==> src/rtl/fa_fault_pkg.sv <==
// Shared constants, fault codes and state encoding for the full-adder fault detector.
// The fault-injecting adder uses the same fault-code values.
package fa_fault_pkg;

   localparam logic [7:0] GOLD_SUM   = 8'h96;
   localparam logic [7:0] GOLD_CARRY = 8'hE8;

   localparam logic [2:0] FC_NONE      = 3'd0;
   localparam logic [2:0] FC_SUM_SA0   = 3'd1;
   localparam logic [2:0] FC_SUM_SA1   = 3'd2;
   localparam logic [2:0] FC_CARRY_SA0 = 3'd3;
   localparam logic [2:0] FC_CARRY_SA1 = 3'd4;
   localparam logic [2:0] FC_UNKNOWN   = 3'd7;

   typedef enum logic [1:0] {
      ST_IDLE     = 2'd0,
      ST_RUN      = 2'd1,
      ST_CLASSIFY = 2'd2,
      ST_DONE     = 2'd3
   } state_t;

   function automatic logic [3:0] popcount8(input logic [7:0] v);
      logic [3:0] n;
      n = 4'd0;
      for (int i = 0; i < 8; i++) begin
         n = n + {3'd0, v[i]};
      end
      return n;
   endfunction

endpackage

==> src/rtl/fa_fault_classifier.sv <==
// Combinational classifier: maps observed sum/carry truth tables to a fault code,
// a detected flag and the number of mismatching vectors.
module fa_fault_classifier
   import fa_fault_pkg::*;
(
   input  logic [7:0] sum_obs,
   input  logic [7:0] carry_obs,
   output logic [2:0] code,
   output logic       detected,
   output logic [3:0] count
);

   logic sum_err_s;
   logic carry_err_s;

   assign sum_err_s   = (sum_obs != GOLD_SUM);
   assign carry_err_s = (carry_obs != GOLD_CARRY);
   assign detected    = sum_err_s | carry_err_s;
   assign count       = popcount8((sum_obs ^ GOLD_SUM) | (carry_obs ^ GOLD_CARRY));

   // A single stuck-at fault shows as one output pinned to all-0 or all-1.
   always_comb begin
      code = FC_NONE;
      if (sum_err_s && carry_err_s) begin
         code = FC_UNKNOWN;
      end else if (sum_err_s) begin
         if (sum_obs == 8'h00) begin
            code = FC_SUM_SA0;
         end else if (sum_obs == 8'hFF) begin
            code = FC_SUM_SA1;
         end else begin
            code = FC_UNKNOWN;
         end
      end else if (carry_err_s) begin
         if (carry_obs == 8'h00) begin
            code = FC_CARRY_SA0;
         end else if (carry_obs == 8'hFF) begin
            code = FC_CARRY_SA1;
         end else begin
            code = FC_UNKNOWN;
         end
      end else begin
         code = FC_NONE;
      end
   end

endmodule

==> src/rtl/fa_fault_detector.sv <==
// Exhaustive 8-vector test of a 1-bit full adder under test, with stuck-at
// classification of the sampled sum/carry responses.
module fa_fault_detector
   import fa_fault_pkg::*;
#(
   parameter int unsigned SETTLE_CYCLES = 1
) (
   input  logic       clk,
   input  logic       rst,
   input  logic       start,
   output logic       cut_a,
   output logic       cut_b,
   output logic       cut_cin,
   input  logic       cut_sum,
   input  logic       cut_carry,
   output logic       busy,
   output logic       done,
   output logic       fault_detected,
   output logic [2:0] fault_code,
   output logic [3:0] mismatch_count
);

   localparam logic [3:0] SETTLE_LAST = 4'(SETTLE_CYCLES - 1);

   state_t     state_q,     state_d;
   logic [2:0] vec_q,       vec_d;
   logic [3:0] cnt_q,       cnt_d;
   logic [7:0] sum_obs_q,   sum_obs_d;
   logic [7:0] carry_obs_q, carry_obs_d;
   logic       busy_q,      busy_d;
   logic       done_q,      done_d;
   logic       det_q,       det_d;
   logic [2:0] code_q,      code_d;
   logic [3:0] count_q,     count_d;

   logic [2:0] cls_code_s;
   logic       cls_det_s;
   logic [3:0] cls_count_s;

   fa_fault_classifier u_classifier (
      .sum_obs   (sum_obs_q),
      .carry_obs (carry_obs_q),
      .code      (cls_code_s),
      .detected  (cls_det_s),
      .count     (cls_count_s)
   );

   // Next-state and output logic for the test sequencer.
   always_comb begin
      state_d     = state_q;
      vec_d       = vec_q;
      cnt_d       = cnt_q;
      sum_obs_d   = sum_obs_q;
      carry_obs_d = carry_obs_q;
      det_d       = det_q;
      code_d      = code_q;
      count_d     = count_q;
      done_d      = 1'b0;
      case (state_q)
         ST_IDLE: begin
            if (start) begin
               state_d     = ST_RUN;
               vec_d       = 3'd0;
               cnt_d       = 4'd0;
               sum_obs_d   = 8'h00;
               carry_obs_d = 8'h00;
               det_d       = 1'b0;
               code_d      = FC_NONE;
               count_d     = 4'd0;
            end else begin
               state_d = ST_IDLE;
            end
         end
         ST_RUN: begin
            if (cnt_q == SETTLE_LAST) begin
               sum_obs_d[vec_q]   = cut_sum;
               carry_obs_d[vec_q] = cut_carry;
               cnt_d              = 4'd0;
               // vec parks at 7 so the CUT keeps seeing the last vector.
               if (vec_q == 3'd7) begin
                  state_d = ST_CLASSIFY;
               end else begin
                  vec_d = vec_q + 3'd1;
               end
            end else begin
               cnt_d = cnt_q + 4'd1;
            end
         end
         ST_CLASSIFY: begin
            det_d   = cls_det_s;
            code_d  = cls_code_s;
            count_d = cls_count_s;
            state_d = ST_DONE;
         end
         ST_DONE: begin
            done_d  = 1'b1;
            state_d = ST_IDLE;
         end
         default: begin
            state_d = ST_IDLE;
         end
      endcase
      busy_d = (state_d == ST_RUN) || (state_d == ST_CLASSIFY);
   end

   // State and output registers with synchronous reset.
   always_ff @(posedge clk) begin
      if (rst) begin
         state_q     <= ST_IDLE;
         vec_q       <= 3'd0;
         cnt_q       <= 4'd0;
         sum_obs_q   <= 8'h00;
         carry_obs_q <= 8'h00;
         busy_q      <= 1'b0;
         done_q      <= 1'b0;
         det_q       <= 1'b0;
         code_q      <= FC_NONE;
         count_q     <= 4'd0;
      end else begin
         state_q     <= state_d;
         vec_q       <= vec_d;
         cnt_q       <= cnt_d;
         sum_obs_q   <= sum_obs_d;
         carry_obs_q <= carry_obs_d;
         busy_q      <= busy_d;
         done_q      <= done_d;
         det_q       <= det_d;
         code_q      <= code_d;
         count_q     <= count_d;
      end
   end

   assign cut_a          = vec_q[2];
   assign cut_b          = vec_q[1];
   assign cut_cin        = vec_q[0];
   assign busy           = busy_q;
   assign done           = done_q;
   assign fault_detected = det_q;
   assign fault_code     = code_q;
   assign mismatch_count = count_q;

endmodule

==> config.mk <==
export PLATFORM = sky130hd
export DESIGN_NAME = fa_fault_detector
export DESIGN_NICKNAME = d
export VERILOG_FILES = /design/src/rtl/fa_fault_pkg.sv /design/src/rtl/fa_fault_classifier.sv /design/src/rtl/fa_fault_detector.sv
export SDC_FILE = /design/constraint.sdc
export NUM_CORES = 1
export LEC_CHECK = 0
export CAP_MARGIN = 20
export CORE_MARGIN = 2
export CORE_UTILIZATION = 29
export CTS_CLUSTER_SIZE = 40
export DETAILED_ROUTE_END_ITERATION = 7
export SLEW_MARGIN = 20
export SYNTH_ARGS = -nofsm -noshare
export SYNTH_HDL_FRONTEND = slang
export SYNTH_SLANG_ARGS = --single-unit
export TNS_END_PERCENT = 30
==> constraint.sdc <==
create_clock -name clk -period 9.8 [get_ports clk]
set_input_delay 1.96 -clock clk [delete_from_list [all_inputs] [get_ports clk]]
set_output_delay 1.96 -clock clk [all_outputs]
set_load 0.01 [all_outputs]
### Signal wires on met1, run 1

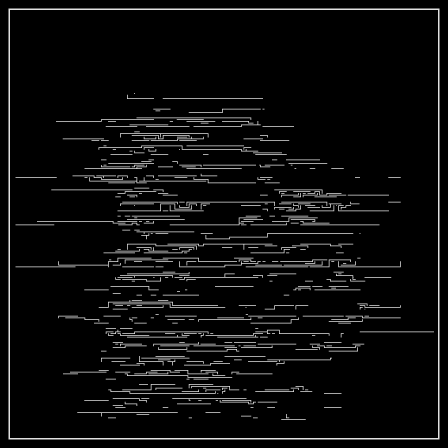
The wires run mostly horizontal. The layer holds 54% of the routed length. The layer carries 2,070 µm of wire. The longest straight run is 22.1 µm. 212 nets have wire on it.

### The metal 2 layer, run 1

The bar under the picture is 20 µm long. Cells faint in the background.
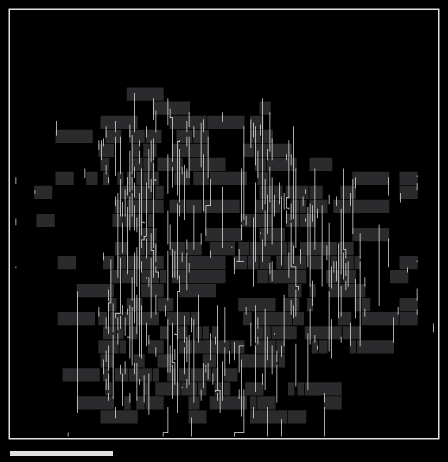
The layer carries 1,620 µm of wire. The longest straight run is 31.6 µm.

### M3 wires, run 1

The bar under the picture is 20 µm long.
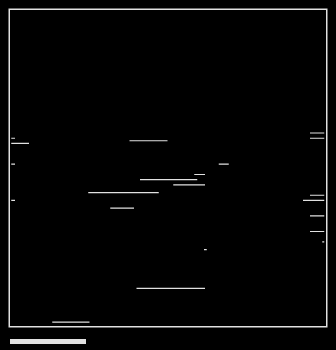
The wires run mostly horizontal. 16 nets have wire on it. The layer carries 118 µm of wire. The longest straight run is 18.2 µm. The layer holds 3.0% of the routed length.

==> results.py, run 1 <==
# Auto-generated metrics
metrics = {
    "logic_synthesis": {
        "syn_inst": 196,
        "yosysWarnings": 0,
        "synthTopLogicFamily": "simple AND/OR/NAND/NOR gates",
        "synth_top_area_share_pct": 38.75,
        "ys_dominant_reg_cell": "dfxtp_1",
        "synth.avg_cell_area_um2": 9.224,
        "yosysUniqueCellTypes": 44,
        "ys_area_um2": 1808,
        "top_cell": "dfxtp_1",
        "top_cells_by_count": "dfxtp_1, nor2_1, nand2_1",
        "largest_area_cell": "dfxtp_1",
        "numSynthFlops": 35,
        "postSynthSeqShare_pct": 38.75,
        "async_flop_share_pct": 0,
        "adder_share_pct": 9.273,
        "muxShareOfSynthArea_pct": 1.246,
        "synth.cell_area_um2": 1808,
        "synth_nets": 212,
        "ys_sh_simple_pct": 24.22,
        "ys_cells": 196,
        "ys_sh_xor_pct": 0.4844,
        "ys_sh_aoi_pct": 21.94,
        "topCellsByArea": "dfxtp_1, ha_1, fa_1",
        "edf_count": 0,
    },
    "worst_setup_path": {
        "r2r-start": "sum_obs_q[0]",
        "critPathRequiredTime_ns": 10.04,
        "cp-start-kind": "input pin",
        "path_buffers": 1,
        "crit_slowest_cell": "clkdlybuf4s50_1",
        "worst_setup_path_end_kind": "register",
        "r2r_setup_slack_ns": 6.48,
        "path_class": "input pin to register",
        "worst_r2r_endpoint": "mismatch_count[1]",
        "crit_path_start": "rst",
        "critical_path.cell_chain": "clkdlybuf4s50_1, or3b_1, nor2_1, and3_1, a32o_1",
        "cp_slowest_stage_delay_ns": 0.79,
        "worst-path-stages": 5,
        "cp_top_family": "simple AND/OR/NAND/NOR gates",
        "arrival_ns": 4.01,
        "critPathCapture": "carry_obs_q[7]",
        "path_max_fanout": 21,
    },
    "drt": {
        "drc": 0,
        "wl_met2_um": 1619,
        "highest_layer": "met4",
        "wl_met3_um": 117,
        "vias_per_cell": 5.014,
        "wl_met1_um": 2073,
        "dr.pass1.iters": 4,
        "drt_iter0_drc": 96,
        "drt-total-wl_um": 3875,
        "postRouteAntennaNets": 0,
        "vias": 1439,
    },
    "floorplan": {
        "fp_util_pct": 30.18,
        "tap_cells": 75,
        "die_y_um": 82.96,
        "chip_area_um2": 6882,
        "core_area_um2": 5991,
        "rows": 28,
        "die_x_um": 82.96,
    },
    "final_layout": {
        "clock_area_share_pct": 4.048,
        "mostFrequentLayoutCell": "dfxtp_1",
        "fillCellCount": 614,
        "syn_to_final_growth_pct": 16.26,
        "final_core_util_pct": 35.09,
        "n_all_buffers": 17,
        "comb_area_share_pct": 49.17,
        "nNetsFinal": 227,
        "final_cell_mix": "dfxtp_1, nor2_1, clkdlybuf4s50_1, nand2_1, a21oi_1",
        "n_antenna_cell": 0,
        "post-route-cell-area_um2": 2102,
        "drive_gt1_share_pct": 8.019,
        "num-clock-buffers": 6,
        "buf_share_pct": 8.095,
        "ff_count": 35,
        "seqCellArea_um2": 700.7,
        "comb_cells": 147,
        "reg.largest.list": "carry_obs_q: 8 flops, sum_obs_q: 8 flops",
        "logic_area_um2": 1033,
        "seq_share_pct": 33.33,
        "dominant_cells": "combinational gates",
        "finalNonFillerCells": 287,
    },
    "final_timing": {
        "relSlewSlack_pct": 51.02,
        "clock.fmax_mhz": 265.2,
        "rsz0062_at_grt": "no",
        "min_period_over_period_pct": 38.48,
        "whs_ns": 0.4554,
        "setup_viol": 0,
        "hold_violations": 0,
        "finalWorstSetupSlack_ns": 6.029,
        "setup_tns_ns": 0,
        "period_minus_slack_ns": 3.771,
        "finClkSkew_ns": 0.01040,
        "tightest_slew_ns": 0.7324,
        "slew_viol_final": 0,
    },
    "placement": {
        "dp_hpwl_um": 2816,
        "place_inst": 279,
        "dp_slack_ns": 5.723,
        "placed_area_um2": 2017,
        "place_congestion": 0.7550,
        "portBuffers": 17,
    },
    "job": {
        "cap_violations": 0,
    },
    "global_routing": {
        "antenna_found_initial": 0,
        "grt_busiest_layer": "met1",
        "grtUsageTotal_pct": 11.74,
        "grt_pass1_vias": 1367,
        "grt_pass1_wl_um": 6568,
        "met3_usage_pct": 3.280,
        "overflow": 0,
        "use_met2_pct": 16.28,
        "grt_max_degree": 22,
    },
    "pwr": {
        "comb_power_share_pct": 9.5,
        "p_switching_uw": 72.14,
        "power_uw": 277.2,
        "maxPowerGroup": "sequential cells",
        "p_per_area_nw_per_um2": 131.9,
        "seq_power_uw": 148,
        "clk-power_uw": 103,
        "p_leak_uw": 0.0007962,
        "clockPowerShare_pct": 37.3,
        "pwr-share-seq_pct": 53.2,
        "internal-power_uw": 205.1,
        "sw_frac_of_total_pct": 26.02,
        "powerComb_uw": 26.4,
        "irDropWorstVdd_mv": 0.05880,
    },
    "clocking": {
        "clkTransAtPathRegs_ns": 0.08,
        "clock.latency.late_pin_ns": 0.29,
        "cts_resized": 0,
        "cts-buffers-inserted": 5,
        "clk_path_buf_depth": 2,
        "h-tree-depth": 2,
        "cts_setup_buffers": 0,
        "ctsRootBufferMaster": "clkbuf_8",
        "hold_buffers": 0,
        "cts_num_sinks": 35,
        "cts_tree": "yes",
    },
    "worst_hold_path": {
        "hold_class": "register to register",
        "min_to": "fault_detected",
        "worstHoldStart": "fault_detected",
        "holdPathStages": 2,
    },
    "run_status": {
        "status": "complete, no violations",
    },
}
==> run 2, diff against run 1 <==
clock period = 3.68 ns   (was 9.8 ns; I/O delays follow)
### M3 wires, run 2

The bar under the picture is 20 µm long.
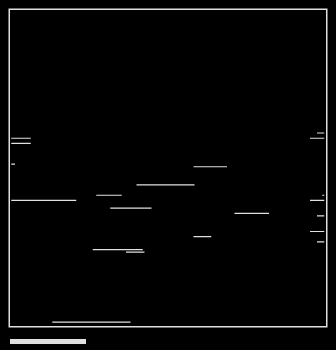
17 nets have wire on it. The longest straight run is 20.2 µm. The layer carries 134 µm of wire.

==> results.py, run 2 <==
# Auto-generated metrics
metrics = {
    "pwr": {
        "pwr-share-seq_pct": 54.0,
        "power_uw": 727.9,
        "sw_frac_of_total_pct": 24.78,
        "seq_power_uw": 393,
        "p_per_area_nw_per_um2": 345.7,
        "clockPowerShare_pct": 36.3,
        "comb_power_share_pct": 9.7,
        "internal-power_uw": 547.6,
    },
    "final_timing": {
        "hold_violations": 0,
        "tightest_slew_ns": 0.6461,
        "finalWorstSetupSlack_ns": 0.4255,
        "finClkSkew_ns": 0.006556,
        "min_period_over_period_pct": 88.44,
        "whs_ns": 0.4542,
        "slew_viol_final": 0,
        "setup_viol": 0,
        "setup_tns_ns": 0,
        "relSlewSlack_pct": 56.32,
        "period_minus_slack_ns": 3.254,
    },
    "final_layout": {
        "post-route-cell-area_um2": 2106,
        "n_antenna_cell": 0,
        "logic_area_um2": 1033,
        "seq_share_pct": 33.27,
        "comb_cells": 147,
        "ff_count": 35,
        "clock_area_share_pct": 3.862,
        "mostFrequentLayoutCell": "dfxtp_1",
        "finalNonFillerCells": 288,
        "n_all_buffers": 18,
        "seqCellArea_um2": 700.7,
        "reg.largest.list": "carry_obs_q: 8 flops, sum_obs_q: 8 flops",
        "fillCellCount": 611,
        "syn_to_final_growth_pct": 16.47,
        "drive_gt1_share_pct": 7.981,
    },
    "job": {
        "cap_violations": 0,
    },
    "drt": {
        "drt-total-wl_um": 3851,
        "wl_met2_um": 1554,
        "dr.pass1.iters": 4,
        "vias": 1464,
        "vias_per_cell": 5.083,
        "drt_iter0_drc": 82,
    },
    "logic_synthesis": {
        "syn_inst": 196,
        "synth_top_area_share_pct": 38.75,
        "ys_sh_aoi_pct": 21.94,
        "async_flop_share_pct": 0,
        "topCellsByArea": "dfxtp_1, ha_1, fa_1",
        "synth_nets": 212,
        "adder_share_pct": 9.273,
        "synthTopLogicFamily": "simple AND/OR/NAND/NOR gates",
        "top_cells_by_count": "dfxtp_1, nor2_1, nand2_1",
        "largest_area_cell": "dfxtp_1",
        "ys_area_um2": 1808,
        "top_cell": "dfxtp_1",
        "ys_cells": 196,
        "postSynthSeqShare_pct": 38.75,
        "yosysWarnings": 0,
    },
    "global_routing": {
        "antenna_found_initial": 0,
        "grt_max_degree": 21,
        "grt_pass1_wl_um": 6354,
        "grt_busiest_layer": "met1",
        "grt_pass1_vias": 1308,
    },
    "worst_setup_path": {
        "crit_path_start": "carry_obs_q[0]",
        "cp_top_family": "adder cells",
        "path_buffers": 2,
        "crit_slowest_cell": "fa_1",
        "worst_r2r_endpoint": "mismatch_count[1]",
        "arrival_ns": 3.42,
        "worst_setup_path_end_kind": "register",
        "worst-path-stages": 10,
    },
    "clocking": {
        "ctsRootBufferMaster": "clkbuf_8",
        "clock.latency.late_pin_ns": 0.28,
        "clk_path_buf_depth": 2,
        "clkTransAtPathRegs_ns": 0.07,
        "cts-buffers-inserted": 5,
        "cts_num_sinks": 35,
        "cts_setup_buffers": 0,
        "h-tree-depth": 2,
    },
    "worst_hold_path": {
        "min_to": "fault_detected",
        "holdPathStages": 2,
    },
    "placement": {
        "place_inst": 280,
        "placed_area_um2": 2024,
        "portBuffers": 17,
        "dp_slack_ns": 0.4214,
        "dp_hpwl_um": 2774,
    },
    "run_status": {
        "status": "complete, no violations",
    },
    "floorplan": {
        "fp_util_pct": 30.18,
        "rows": 28,
    },
}
### The metal 2 layer, run 2

The bar under the picture is 20 µm long. Cells faint in the background.
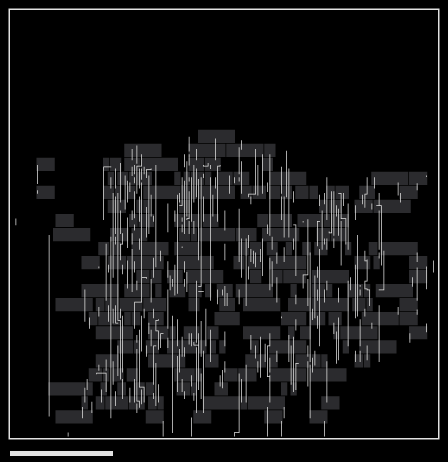
The layer carries 1,550 µm of wire. The longest straight run is 35.0 µm. The wires run mostly vertical.

### Close-up of the layout, run 2

The bar under the picture is 5 µm long. Region (11, 52) to (31, 72) µm. Cells in grey, sequential cells in the stronger grey; small squares are vias.
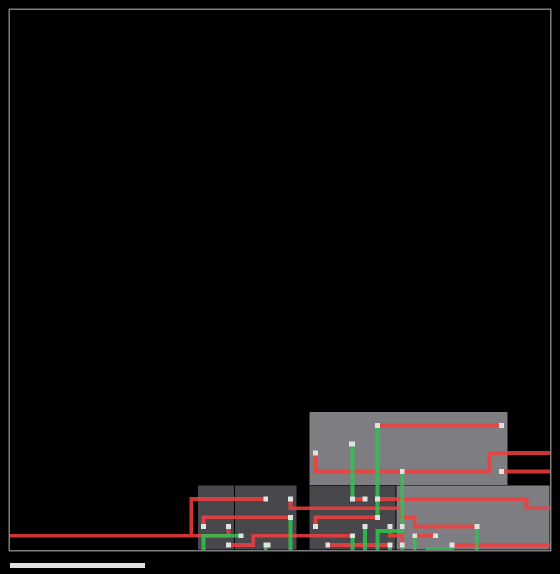

==> run 3, diff against run 2 <==
GPL_TIMING_DRIVEN = 0   (was default)
### Close-up of the layout, run 3

The bar under the picture is 5 µm long. Region (11, 52) to (31, 72) µm. Cells in grey, sequential cells in the stronger grey; small squares are vias.
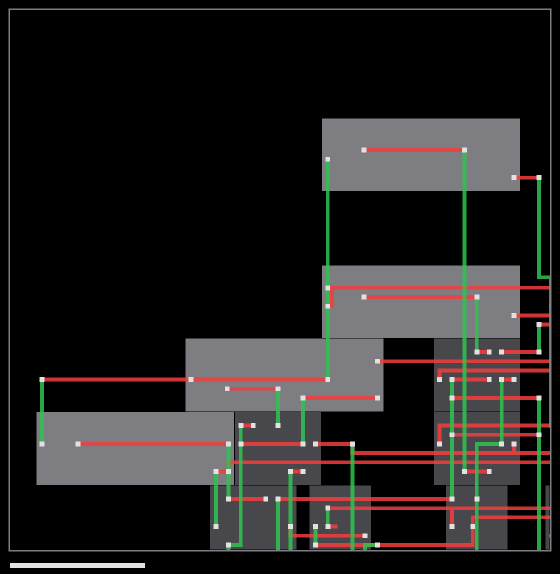
Key: green = M2; red = M1
Most frequent: o2bb2ai_1 (4), dfxtp_1 (4), nand2b_1 (2). Netlist names of flops here include carry_obs_q (2), sum_obs_q (2). 10 logic cells have their middle in the window. Sequential cells in the window: 4.

==> results.py, run 3 <==
# Auto-generated metrics
metrics = {
    "pwr": {
        "seq_power_uw": 388,
        "p_per_area_nw_per_um2": 343.9,
        "clockPowerShare_pct": 36.5,
        "maxPowerGroup": "sequential cells",
        "sw_frac_of_total_pct": 25.58,
        "internal-power_uw": 551.0,
        "irDropWorstVdd_mv": 0.1458,
        "pwr-share-seq_pct": 52.4,
        "powerComb_uw": 82.1,
        "power_uw": 740.4,
        "comb_power_share_pct": 11.1,
    },
    "final_timing": {
        "hold_violations": 0,
        "whs_ns": 0.4521,
        "slew_viol_final": 0,
        "period_minus_slack_ns": 3.333,
        "tightest_slew_ns": 0.6568,
        "setup_viol": 0,
        "min_period_over_period_pct": 90.58,
        "setup_tns_ns": 0,
        "relSlewSlack_pct": 55.60,
        "finalWorstSetupSlack_ns": 0.3467,
        "finClkSkew_ns": 0.006356,
    },
    "logic_synthesis": {
        "yosysWarnings": 0,
        "synthTopLogicFamily": "simple AND/OR/NAND/NOR gates",
        "ys_sh_aoi_pct": 21.94,
        "top_cells_by_count": "dfxtp_1, nor2_1, nand2_1",
        "largest_area_cell": "dfxtp_1",
        "syn_inst": 196,
        "ys_area_um2": 1808,
        "muxShareOfSynthArea_pct": 1.246,
        "topCellsByArea": "dfxtp_1, ha_1, fa_1",
        "ys_sh_simple_pct": 24.22,
        "numSynthFlops": 35,
        "adder_share_pct": 9.273,
        "ys_cells": 196,
        "postSynthSeqShare_pct": 38.75,
        "synth_nets": 212,
        "synth_top_area_share_pct": 38.75,
        "synth.cell_area_um2": 1808,
        "yosysUniqueCellTypes": 44,
        "top_cell": "dfxtp_1",
        "async_flop_share_pct": 0,
    },
    "worst_hold_path": {
        "min_to": "fault_detected",
        "holdPathStages": 2,
    },
    "run_status": {
        "status": "complete, no violations",
    },
    "final_layout": {
        "clock_area_share_pct": 3.777,
        "buf_share_pct": 10.46,
        "comb_cells": 147,
        "drive_gt1_share_pct": 9.502,
        "n_antenna_cell": 0,
        "post-route-cell-area_um2": 2153,
        "seqCellArea_um2": 700.7,
        "seq_share_pct": 32.54,
        "comb_area_share_pct": 48.00,
        "nNetsFinal": 236,
        "syn_to_final_growth_pct": 19.10,
        "mostFrequentLayoutCell": "dfxtp_1",
        "logic_area_um2": 1033,
        "ff_count": 35,
        "finalNonFillerCells": 296,
        "fillCellCount": 612,
        "n_all_buffers": 26,
        "reg.largest.list": "carry_obs_q: 8 flops, sum_obs_q: 8 flops",
    },
    "worst_setup_path": {
        "arrival_ns": 3.49,
        "crit_top_cell": "fa_1",
        "cp-start-kind": "register",
        "critPathCapture": "mismatch_count[1]",
        "critical_path.cell_chain": "or2_2, ha_1, fa_1, inv_1, fa_1, fa_1, inv_1, fa_1, a22oi_1, nor2_1",
        "worst-path-stages": 10,
        "cp_slowest_stage_delay_ns": 0.55,
        "worst_r2r_endpoint": "mismatch_count[1]",
        "crit_slowest_cell": "fa_1",
        "path_buffers": 2,
        "cp_top_family": "adder cells",
        "worst_setup_path_end_kind": "register",
        "critPathRequiredTime_ns": 3.84,
        "crit_path_start": "carry_obs_q[0]",
    },
    "drt": {
        "dr.pass1.iters": 4,
        "postRouteAntennaNets": 0,
        "drt-total-wl_um": 4074,
        "vias": 1520,
        "drc": 0,
        "vias_per_cell": 5.135,
        "highest_layer": "met4",
        "wl_met2_um": 1721,
        "drt_iter0_drc": 61,
        "wl_met3_um": 130,
    },
    "global_routing": {
        "antenna_found_initial": 0,
        "use_met2_pct": 17.30,
        "gr-usage-met1_pct": 17.36,
        "grt_pass1_wl_um": 6858,
        "grt_pass1_vias": 1407,
        "overflow": 0,
        "grt_max_degree": 11,
    },
    "floorplan": {
        "core_area_um2": 5991,
        "io_pins": 18,
        "fp_util_pct": 30.18,
        "die_y_um": 82.96,
        "rows": 28,
    },
    "clocking": {
        "h-tree-depth": 2,
        "cts_resized": 0,
        "ctsRootBufferMaster": "clkbuf_8",
        "cts_num_sinks": 35,
        "cts_tree": "yes",
        "clk_path_buf_depth": 2,
        "clkTransAtPathRegs_ns": 0.07,
        "cts_setup_buffers": 0,
        "clock.latency.late_pin_ns": 0.29,
        "cts-buffers-inserted": 5,
    },
    "placement": {
        "dp_slack_ns": 0.3606,
        "dp_hpwl_um": 2964,
        "place_inst": 288,
        "placed_area_um2": 2072,
        "portBuffers": 17,
    },
    "job": {
        "cap_violations": 0,
        "tool_warnings": 27,
    },
}
### Routing congestion map, run 3

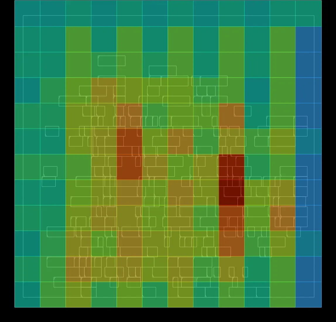
met3 Usage GRT: 3.082%
busiest grt layer: met1
total track usage: 12.35%

No activity file was given, so power comes from the tool's default toggle rates.
